Design prt_dprx_dscrm, sky130hd; sources not shown.
### Signal wires on met3

The bar under the picture is 20 um long.
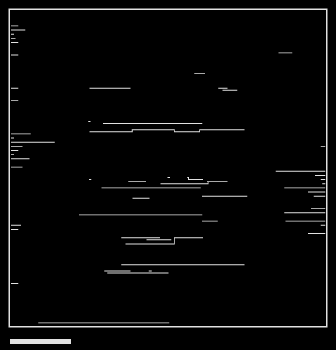
The layer holds 6.4% of the routed length. The longest straight run is 42.5 um. The layer carries 543 um of wire. 49 nets have wire on it.
met3 Use GR: 5.17%
vias: 2982
drt total wl: 8520 um

### Congestion heat map

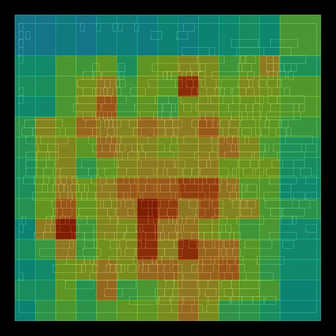
Final Util: 49.6%
met2 Use GR: 26.1%

### Metal 1

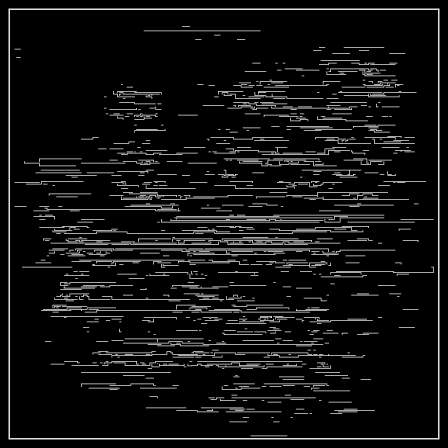
The longest straight run is 38.2 um. The wires run mostly horizontal. The layer carries 4010 um of wire. The layer holds 47% of the routed length.
GR Layer Usage met1: 24.1%

==> results.yml <==
# generated from flow reports
status:
  status: "complete, but fails checks"
  failed_checks: "negative setup slack"
floorplanning:
  dieArea_mm2: 0.0107
  die_y_um: 103
  die_x_um: 103
  fp-row-count: 36
synthesis:
  yosysWarnings: 0
  synth_top_cell_by_area: "dfrtp_1"
  synthArstFlopShare_pct: 100
  syn_area_mm2: 0.00360
  numSynthFlops: 63
  most_common_cell: "dfrtp_1"
  ys_cells: 374
  ys_types: 51
  ff_type: "dfrtp_1"
  syn-instance-count: 374
final_timing:
  timing.final.crit_period_ns: 1.99
  hold_slack_ns: 0.116
  drv_slew: 0
  fin_ws_ns: -0.0877
  grt_setup_unrepaired: "true"
  hold_viol: 0
  max_freq_mhz: 503
  setup_viol: 1
layout:
  largest_reg_flops: 20
  antenna_cells: 0
  nClkBuffers: 9
  stdcell_area_mm2: 0.00489
  flops: 63
  nNonClkBuffers: 97
  logic_gate_count: 286
  fillers: 912
  sh_comb_area_pct: 40.3
  lay_top_count: "buf_4"
routing:
  drtIter0Drc: 115
  drc: 0
  top_layer_used: "met4"
  drt-pass1-iter-count: 4
  wl_per_cell_um: 14.1
placement:
  hpwl_um: 6200
  placed_cells: 586
  io_buffers: 41
  globalplace.congestion: 0.810
critical_path:
  path_cells: "buf_12 > xor2_4 > xnor2_1 > or3_4 > a31oi_4 > mux2i_1"
  r2r_slack_ns: -0.09
  critical_path_depth: 6
  worst_path_largest_cell_delay_ns: 0.62
clocking:
  clockRootBuffer: "clkbuf_8"
  clockBufferDepth: 2
  cts.sinks: 63
  cts_made_buffers: 9
pwr:
  p_seq_share_pct: 28.8
  sw_frac_of_total_pct: 36.3
  powerDensity_mw_per_mm2: 1400
  power.clock.fraction_pct: 21.1
  combPwrFrac_pct: 50.2
  powerSeq_mw: 1.96
  comb_cell_power_mw: 3.43
grt:
  grt_busiest_layer: "met2"
  grt_max_degree: 64
  grt_use_total_pct: 17.6
run:
  drv_cap: 0
  tool_warnings: 31
what timing repair did:
action / CTS / global route
pin swaps: 2 / 5
endpoints found under the hold margin: 0 / 0
buffers inserted: 2 / 2
resized: 3 / 19
endpoints found under the setup margin: 2 / 18
kinds of logic (layout without fill, tap and decap cells):
group / after synthesis / after routing / share of synthesized area, %
AOI/OAI and AO/OA: 84 / 84 / 13.9
xor gates and xnor gates: 58 / 58 / 15.1
other: 1 / 16 / 0.104
buffers and inverters: 40 / 124 / 6.08
DFF: 63 / 63 / 44.3
muxes: 6 / 6 / 1.81
adders and majority gates: 3 / 3 / 1.04
and+or+nand+nor: 119 / 119 / 17.7
Power is estimated from default activity; no workload was simulated.
